==> src/rtl/cpu_seq_pkg.sv <==
// Shared types for the instruction-slot sequencer: state encoding and a
// default-width view of the special registers for trace/debug tooling.
package lib_cpu;

  localparam int SEQ_ROM_AW = 11;
  localparam int SEQ_DATA_W = 8;

  typedef enum logic {
    RUN   = 1'b0,
    STALL = 1'b1
  } SEQ_STATE;

  typedef struct packed {
    logic [SEQ_ROM_AW-1:0] pc;
    logic [SEQ_ROM_AW-1:0] epc;
    logic                  intr_en;
    logic                  irr;
    logic                  w_busy;
    logic [SEQ_DATA_W-1:0] r_data;
  } SEQ_SPECIAL_REG;

endpackage

==> src/rtl/cpu_seq_if.sv <==
// Byte I/O channel between the sequencer and its receive/transmit peripheral.
// master = sequencer side, slave = peripheral side.
interface cpu_seq_if #(
  parameter int DATA_W = 8
);
  logic              irr;
  logic [DATA_W-1:0] r_data;
  logic              w_busy;
  logic              ack;
  logic              w_req;
  logic [DATA_W-1:0] w_data;

  modport master (
    input  irr, r_data, w_busy,
    output ack, w_req, w_data
  );

  modport slave (
    output irr, r_data, w_busy,
    input  ack, w_req, w_data
  );
endinterface

==> src/rtl/cpu_seq_phase_ctr.sv <==
// Slot phase counter: counts 0..PHASES-1 and wraps; frozen while hold=1.
module seq_phase_ctr #(
  parameter int PHASES = 4,
  parameter int PH_W   = 2
) (
  input  logic clk,
  input  logic reset,
  input  logic hold,
  output logic last
);

  localparam logic [PH_W-1:0] PH_LAST = PH_W'(PHASES - 1);

  logic [PH_W-1:0] phase;

  assign last = (phase == PH_LAST);

  // Advance one phase per cycle unless held; wrap after the last phase.
  always_ff @(posedge clk or negedge reset) begin
    if (!reset) begin
      phase <= '0;
    end else if (!hold) begin
      phase <= last ? '0 : phase + 1'b1;
    end
  end

endmodule

==> src/rtl/cpu_seq.sv <==
// Instruction-slot sequencer: paces execute results into the special
// registers once per slot, and stalls the slot while a transmit is blocked.
// Optional build macro: CPU_SEQ_INTR_EN enables interrupt vectoring at commit.
module cpu_seq
  import lib_cpu::*;
#(
  parameter int                ROM_AW   = 11,
  parameter int                PHASES   = 4,
  parameter int                DATA_W   = 8,
  parameter logic [ROM_AW-1:0] INTR_VEC = {{(ROM_AW-1){1'b0}}, 1'b1}
) (
  input  logic              clk,
  input  logic              reset,
  cpu_seq_if.master         io,
  output logic [ROM_AW-1:0] rom_addr,
  input  logic [ROM_AW-1:0] ex_pc,
  input  logic              ex_intr_en,
  input  logic              ex_ack,
  input  logic              ex_w_req,
  input  logic [DATA_W-1:0] ex_w_data,
  output logic              commit,
  output logic [ROM_AW-1:0] pc,
  output logic              intr_en,
  output logic              irr_q,
  output logic              w_busy_q,
  output logic [DATA_W-1:0] r_data_q,
  output logic [ROM_AW-1:0] epc
);

  localparam int PH_W = (PHASES > 1) ? $clog2(PHASES) : 1;

`ifdef CPU_SEQ_INTR_EN
  localparam bit INTR_ON = 1'b1;
`else
  localparam bit INTR_ON = 1'b0;
`endif

  SEQ_STATE state;
  logic     last;
  logic     hold;
  logic     commit_now;
  logic     tx_fire;
  logic     take_intr;

  seq_phase_ctr #(
    .PHASES (PHASES),
    .PH_W   (PH_W)
  ) u_phase (
    .clk   (clk),
    .reset (reset),
    .hold  (hold),
    .last  (last)
  );

  // Commit fires on the last RUN phase unless a transmit is blocked, or on
  // the cycle the transmitter frees up while stalled. Gated by reset so an
  // aborted slot never pulses.
  always_comb begin
    commit_now = 1'b0;
    if (reset) begin
      case (state)
        RUN:     commit_now = last && !(ex_w_req && io.w_busy);
        STALL:   commit_now = !io.w_busy;
        default: commit_now = 1'b0;
      endcase
    end
  end

  // Phase moves on mid-slot in RUN, and wraps to 0 on any commit.
  assign hold      = !(commit_now || (state == RUN && !last));
  // A stalled slot always carries a pending transmit, so its exit sends it.
  assign tx_fire   = commit_now && (ex_w_req || state == STALL);
  assign take_intr = INTR_ON && io.irr && intr_en;

  assign commit    = commit_now;
  assign io.w_req  = tx_fire;
  assign io.w_data = tx_fire ? ex_w_data : '0;
  assign io.ack    = commit_now && ex_ack;
  assign rom_addr  = pc;

  // Slot FSM: park in STALL while the transmitter is busy at the commit point.
  always_ff @(posedge clk or negedge reset) begin
    if (!reset) begin
      state <= RUN;
    end else begin
      case (state)
        RUN:     if (last && ex_w_req && io.w_busy) state <= STALL;
        STALL:   if (!io.w_busy) state <= RUN;
        default: state <= RUN;
      endcase
    end
  end

  // Special registers load from execute and the I/O inputs at commit.
  always_ff @(posedge clk or negedge reset) begin
    if (!reset) begin
      pc       <= '0;
      intr_en  <= 1'b0;
      irr_q    <= 1'b0;
      w_busy_q <= 1'b0;
      r_data_q <= '0;
    end else if (commit_now) begin
      pc       <= take_intr ? INTR_VEC : ex_pc;
      intr_en  <= take_intr ? 1'b0 : ex_intr_en;
      irr_q    <= io.irr;
      w_busy_q <= io.w_busy;
      r_data_q <= io.r_data;
    end
  end

`ifdef CPU_SEQ_INTR_EN
  // Return address captured when a commit is diverted to the vector.
  always_ff @(posedge clk or negedge reset) begin
    if (!reset) begin
      epc <= '0;
    end else if (commit_now && take_intr) begin
      epc <= ex_pc;
    end
  end
`else
  assign epc = '0;
`endif

endmodule
==> src/flat_wrapper.sv <==
// flat-port wrapper written by rule: the top's interface ports become plain ports
module cpu_seq_flat import lib_cpu::*;
#(
  parameter int                ROM_AW   = 11,
  parameter int                PHASES   = 4,
  parameter int                DATA_W   = 8,
  parameter logic [ROM_AW-1:0] INTR_VEC = {{(ROM_AW-1){1'b0}}, 1'b1}
)
  (clk, reset, rom_addr, ex_pc, ex_intr_en, ex_ack, ex_w_req, ex_w_data, commit, pc, intr_en, irr_q, w_busy_q, r_data_q, epc, io_irr, io_r_data, io_w_busy, io_ack, io_w_req, io_w_data);
  cpu_seq_if #(.DATA_W(DATA_W)) io_i ();
  input  logic clk;
  input  logic reset;
  output logic [ROM_AW-1:0] rom_addr;
  input  logic [ROM_AW-1:0] ex_pc;
  input  logic ex_intr_en;
  input  logic ex_ack;
  input  logic ex_w_req;
  input  logic [DATA_W-1:0] ex_w_data;
  output logic commit;
  output logic [ROM_AW-1:0] pc;
  output logic intr_en;
  output logic irr_q;
  output logic w_busy_q;
  output logic [DATA_W-1:0] r_data_q;
  output logic [ROM_AW-1:0] epc;
  input wire logic [$bits(io_i.irr)-1:0] io_irr;
  input wire logic [$bits(io_i.r_data)-1:0] io_r_data;
  input wire logic [$bits(io_i.w_busy)-1:0] io_w_busy;
  output wire logic [$bits(io_i.ack)-1:0] io_ack;
  output wire logic [$bits(io_i.w_req)-1:0] io_w_req;
  output wire logic [$bits(io_i.w_data)-1:0] io_w_data;
  assign io_i.irr = io_irr;
  assign io_i.r_data = io_r_data;
  assign io_i.w_busy = io_w_busy;
  assign io_ack = io_i.ack;
  assign io_w_req = io_i.w_req;
  assign io_w_data = io_i.w_data;
  cpu_seq #(.ROM_AW(ROM_AW), .PHASES(PHASES), .DATA_W(DATA_W), .INTR_VEC(INTR_VEC)) u_core (.clk(clk), .reset(reset), .io(io_i), .rom_addr(rom_addr), .ex_pc(ex_pc), .ex_intr_en(ex_intr_en), .ex_ack(ex_ack), .ex_w_req(ex_w_req), .ex_w_data(ex_w_data), .commit(commit), .pc(pc), .intr_en(intr_en), .irr_q(irr_q), .w_busy_q(w_busy_q), .r_data_q(r_data_q), .epc(epc));
endmodule
==> config.mk <==
export PLATFORM = sky130hd
export DESIGN_NAME = cpu_seq_flat
export DESIGN_NICKNAME = d
export VERILOG_FILES = /design/src/rtl/cpu_seq_pkg.sv /design/src/rtl/cpu_seq_if.sv /design/src/rtl/cpu_seq_phase_ctr.sv /design/src/rtl/cpu_seq.sv /design/src/flat_wrapper.sv
export SDC_FILE = /design/constraint.sdc
export NUM_CORES = 1
export LEC_CHECK = 0
export CAP_MARGIN = 10
export CORE_ASPECT_RATIO = 0.7
export CORE_MARGIN = 3
export CORE_UTILIZATION = 35
export CTS_CLUSTER_DIAMETER = 200
export DETAILED_ROUTE_END_ITERATION = 16
export GPL_ROUTABILITY_DRIVEN = 1
export HOLD_SLACK_MARGIN = 0.03
export PLACE_DENSITY = 0.82
export SETUP_SLACK_MARGIN = 0.4
export SLEW_MARGIN = 20
export SYNTH_ARGS = -nofsm -noshare
export SYNTH_HDL_FRONTEND = slang
export SYNTH_HIERARCHICAL = 1
export SYNTH_SLANG_ARGS = --single-unit
==> constraint.sdc <==
create_clock -name clk -period 2.2 [get_ports clk]
set_clock_uncertainty 0.1 [all_clocks]
set_input_delay 0.44 -clock clk [delete_from_list [all_inputs] [get_ports clk]]
set_output_delay 0.44 -clock clk [all_outputs]
set_load 0.02 [all_outputs]
==> flow_metrics.tcl, run 1 <==
# implementation run metrics
set metrics [dict create \
    outcome "finished clean" \
    busiest_layer "met2" \
    comb_area_um2 577 \
    nets 219 \
    crit_slowest_cell "dfrtp_1" \
    synth_area_leader_cell "dfrtp_1" \
    dr.max_layer_used "met4" \
    synth_cells 97 \
    grt_pass1_vias 1060 \
    area_leaders "dfrtp_1 48%, mux2_4 21%, buf_4 13%" \
    n_fill_cell 246 \
    fa_ha_area_share_pct 0.953 \
    mux_area_share_pct 24.0 \
    rows 17 \
    largest-register "u_core/pc" \
    drc 0 \
    cp_max_fo 3 \
    holdWs_ns 0.223 \
    dominant_cells "buffers" \
    power_frac_clock_pct 8.8 \
    cts_buffer_depth 2 \
    warnings 29 \
    area_delta_synth_final_pct 76.6 \
    logic_family "multiplexers" \
    hold_viol_final 0 \
    total_power_uw 2960 \
    yosys_cells 97 \
    path_cells "ha_4 -> a21oi_4 -> nor3b_4 -> buf_4 -> and2_4 -> buf_6" \
    power_leader "combinational cells" \
    cts_root_buffer "clkbuf_8" \
    wl_met3_um 255 \
    synth_area_per_cell_um2 13.5 \
    p_clk_uw 261 \
    top_cell_area_share_pct 47.7 \
    wl_per_cell_um 14.5 \
    cp_top_family "flip-flops" \
    crit_type "reg2out" \
    h-tree-depth 1 \
    initial_core_util_pct 39.1 \
    largest_registers "u_core/pc x11, u_core/r_data_q x8, u_core/u_phase/phase x2" \
    clk_latency_ns 0.26 \
    hold_buffers 0 \
    nClkBuffers 3 \
    use_met3_pct 4.57 \
    cts_buffers 3 \
    fin_crit_ns 2.08 \
    critPathMaxStageDelay_ns 0.40 \
    taps 47 \
    fin_ws_ns 0.125 \
    flops 25 \
    switching_share_pct 37.7 \
    route.met2.wl_um 1620 \
    synth.most_common_cell "dfrtp_1" \
    layout-drive-gt1-share_pct 40.4 \
    p_seq_share_pct 28.8 \
    vias 987 \
    n_all_inverters 2 \
    reg2regPathDepth 8 \
    power_leakage_uw 0.00124 \
    stdcell_area_um2 2320 \
    clock.fmax_mhz 482 \
    required_ns 1.66 \
    cp-end-kind "primary output" \
    synth_cell_type_count 23 \
    ios 89 \
    post_dp_cell_area_um2 2070 \
    cts_tree "yes" \
    r2r_slack_ns 0.19 \
    r2r-end "u_core/u_phase/phase[1]" \
    final_cell_mix "33 x clkdlybuf4s50_1, 25 x dfrtp_1, 23 x dlygate4sd2_1" \
    start_kind "flip-flop" \
    ant_nets 0 \
    edf_count 0 \
    ys_ff 25 \
    cts.sinks 25 \
    dieWidth_um 79.2 \
    hold_path_class "in2async" \
    p_switching_uw 1110 \
    place_hpwl_um 2520 \
    grt_use_met2_pct 25.9 \
    yosysWarnings 6 \
    via_per_inst 4.29 \
    power_density_nw_per_um2 1270 \
    post_cts_buffers 9 \
    vdd_ir_drop_max_v 0.000862 \
    rr_startpoint "u_core/u_phase/phase[0]" \
    simple_gate_share_pct 6.67 \
    common_cells "25 x dfrtp_1, 22 x buf_4, 18 x mux2_4" \
    drtIter0Drc 8 \
    firstDrtPassIters 4 \
    lay_top_count "clkdlybuf4s50_1" \
    wl_met1_um 1440 \
    ys_area_um2 1310 \
    grt_pass1_wl_um 5240 \
    final_cells 230 \
    grt_usage_pct 14.8 \
    cp-endpoint "io_w_data[6]" \
    clk_pin_slew_ns 0.09 \
    grt-ovfl-total 0 \
    die_y_um 57.2 \
    place_congestion 0.768 \
    synthFlopType "dfrtp_1" \
    ys_seq_share_pct 47.7 \
    place_inst 214 \
    grt_start_max_net_pins 16 \
    crit_buf_inv 2 \
    async_flop_share_pct 100 \
    port_buffers 77 \
    slew_violations 0 \
    setup-tns-final_ns 0 \
    buffers_excl_clock 97 \
    sh_comb_area_pct 24.9 \
    dp_worst_setup_slack_ns -0.596 \
    antenna_found_initial 0 \
    drt_wl_total_um 3340 \
    grt_setup_unrepaired "true" \
    p_comb_share_pct 62.3 \
    xor_area_share_pct 0 \
    chip_area_um2 4530 \
    cp_data_arrival_time_ns 1.54 \
    pg_comb_uw 1840 \
    n_antenna_cell 0 \
    nonClkBufAreaFrac_pct 43.3 \
    largest_register_ffs 11 \
    cp_num_cells 6 \
    ys_sh_aoi_pct 3.72 \
    period_used_pct 94.3 \
    clock_area_share_pct 2.00 \
    core-area_um2 3360 \
    worstSetupStartpoint "u_core/u_phase/phase[0]" \
    cts_resized 101 \
    comb_cells 55 \
    setup_viol 0 \
    grt_use_met1_pct 18.6 \
    drv_cap 0 \
]
### Where the registers sit, run 1

(8 px per µm) Other sequential cells in the stronger grey, the rest of the logic in the fainter grey.
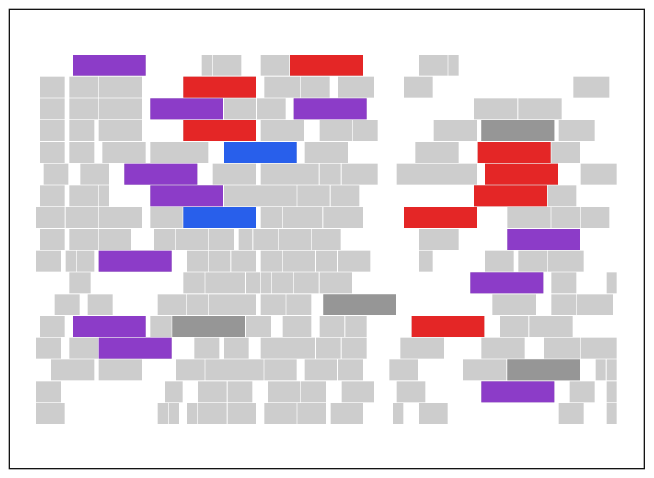
`u_core/u_phase/phase`: drawn in blue, sequential cells 2. `u_core/pc`: drawn in purple, sequential cells 11. `u_core/r_data_q`: drawn in red, sequential cells 8.
Final Core Density: 69.0%
Seq. cell area: 626 µm²
Seq/total area: 27.0%
seq pwr: 852 µW

### Port wiring, run 1

(6 px per µm)
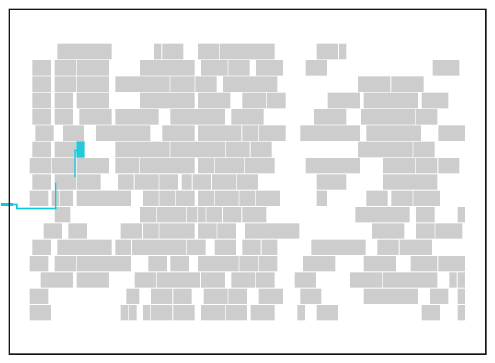
`ex_ack`: drawn in cyan, bits 1, direction input, edge left, end cells 1, wire 17.1 µm.

### Signal metal coverage by tile, run 1

(4 px per µm) 16 x 11 tiles, from dark blue (low) to red (high), scaled to the fullest tile. Values are wire area over tile area, all layers added.
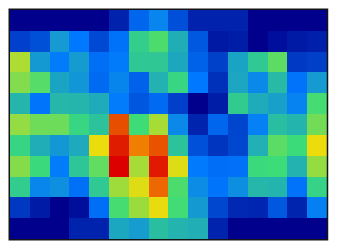
20% of the tiles are over half the peak. 11% of the tiles are nearly empty. The emptiest ninth of the die: top right. The fullest tile reaches 0.37.

--- run 2 (diff from run 1) ---
- CELL_PAD_IN_SITES_DETAIL_PLACEMENT: unset -> 0
- CELL_PAD_IN_SITES_GLOBAL_PLACEMENT: unset -> 1
- CORE_UTILIZATION: 35 -> 28
- PLACE_DENSITY: 0.82 -> 0.88
- SYNTH_HIERARCHICAL: 1 -> unset
- clock period: 2.2 -> 2.5 ns (I/O delays scaled with it)
### Signal wires by layer, run 2

(4 px per µm) Only two layers are drawn.
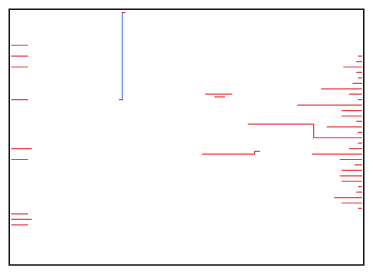
metal 3: drawn in red, wire length 205 µm. metal 4: drawn in blue, wire length 21.8 µm.
Wirelength per Cell: 13.9 µm
Vias: 973
GRT Total Usage: 10.1%
Post-Route WL: 3260 µm

### Where the registers sit, run 2

(6 px per µm) Other sequential cells in the stronger grey, the rest of the logic in the fainter grey.
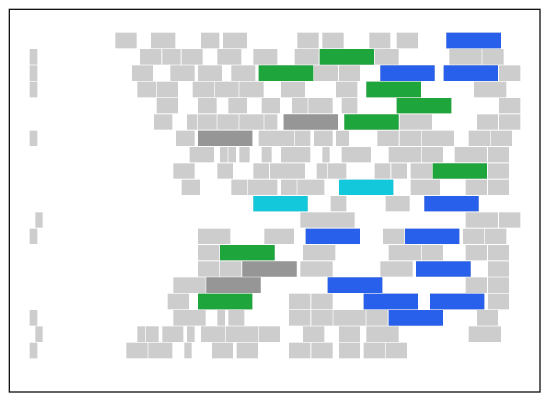
`u_core.r_data_q`: drawn in green, sequential cells 8. `u_core.pc`: drawn in blue, sequential cells 11. `u_core.u_phase.phase`: drawn in cyan, sequential cells 2.

### Signal metal coverage by tile, run 2

(4 px per µm) 18 x 13 tiles, from dark blue (low) to red (high), scaled to the fullest tile. Values are wire area over tile area, all layers added.
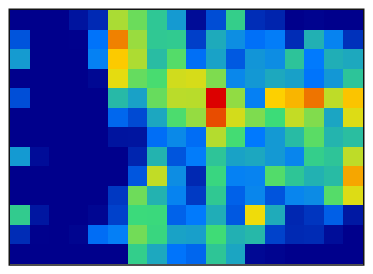
The densest ninth of the die: right middle. 28% of the tiles are nearly empty. The emptiest ninth of the die: left middle.

==> run 2 against run 1 <==
Area after synthesis increased by 0.95%. First-iteration DRC count grew to 3.4 times the previous value. Clock-buffer cell count stayed put. Via count down 1.4%. Sequential power down 11%. Critical endpoint is now io_w_data[7]. Largest power group unchanged.
==> flow_metrics.tcl, run 2 <==
# implementation run metrics
set metrics [dict create \
    async_flop_share_pct 100 \
    nonClkBufAreaFrac_pct 39.6 \
    slew_violations 0 \
    final_cells 235 \
    core-area_um2 4450 \
    warnings 28 \
    fin_ws_ns 0.392 \
    grt_pass1_wl_um 4530 \
    yosysWarnings 0 \
    layout-drive-gt1-share_pct 37.8 \
    cts.sinks 25 \
    sh_comb_area_pct 26.6 \
    die_y_um 63.6 \
    synthFlopType "dfrtp_1" \
    sh_seq_area_pct 28.0 \
    cts_resized 63 \
    p_clk_uw 245 \
    initial_core_util_pct 29.7 \
    grt-ovfl-total 0 \
    buffers_excl_clock 90 \
    cts_buffers 3 \
    top_cell_area_share_pct 47.2 \
    area_leaders "dfrtp_1 47%, mux2_4 20%, buf_4 12%" \
    cp_max_fo 5 \
    holdWs_ns 0.244 \
    ys_area_um2 1330 \
    n_antenna_cell 0 \
    nClkBuffers 3 \
    nets 216 \
    place_congestion 0.730 \
    simple_gate_share_pct 7.74 \
    busiest_layer "met2" \
    ys_ff 25 \
    largest-register "u_core.pc" \
    synth_area_per_cell_um2 13.1 \
    cts_tree "yes" \
    place_hpwl_um 2390 \
    route.met2.wl_um 1730 \
    synth_area_leader_cell "dfrtp_1" \
    fin_crit_ns 2.11 \
    port_buffers 77 \
    antenna_found_initial 0 \
    grt_use_met2_pct 18.1 \
    common_cells "25 x dfrtp_1, 22 x buf_4, 18 x mux2_4" \
    power_density_nw_per_um2 1190 \
    ys_seq_share_pct 47.2 \
    path_cells "ha_4 -> a21oi_4 -> nor2_4 -> buf_6 -> and2_4 -> buf_6" \
    cts_root_buffer "clkbuf_8" \
    largest_register_ffs 11 \
    clock_area_share_pct 2.18 \
    vdd_ir_drop_max_v 0.000323 \
    clk_pin_slew_ns 0.09 \
    start_kind "flip-flop" \
    fa_ha_area_share_pct 0.944 \
    power_leader "combinational cells" \
    power_leakage_uw 0.00105 \
    cts_buffer_depth 2 \
    cp_top_family "flip-flops" \
    cp-end-kind "primary output" \
    powerSeq_uw 761 \
    wl_met1_um 1300 \
    crit_type "reg2out" \
    wl_met3_um 205 \
    drc 0 \
    grt_pass1_vias 940 \
    xor_area_share_pct 0 \
    drtIter0Drc 27 \
    reg2regPathDepth 6 \
    setup-tns-final_ns 0 \
    outcome "finished clean" \
    drv_cap 0 \
    dominant_cells "buffers" \
    dr.max_layer_used "met4" \
    flops 25 \
    p_seq_share_pct 28.7 \
    chip_area_um2 5610 \
    final_cell_mix "63 x clkdlybuf4s50_1, 25 x dfrtp_1, 18 x mux2_4" \
    lay_top_count "clkdlybuf4s50_1" \
]
Power and IR drop assume default switching activity.
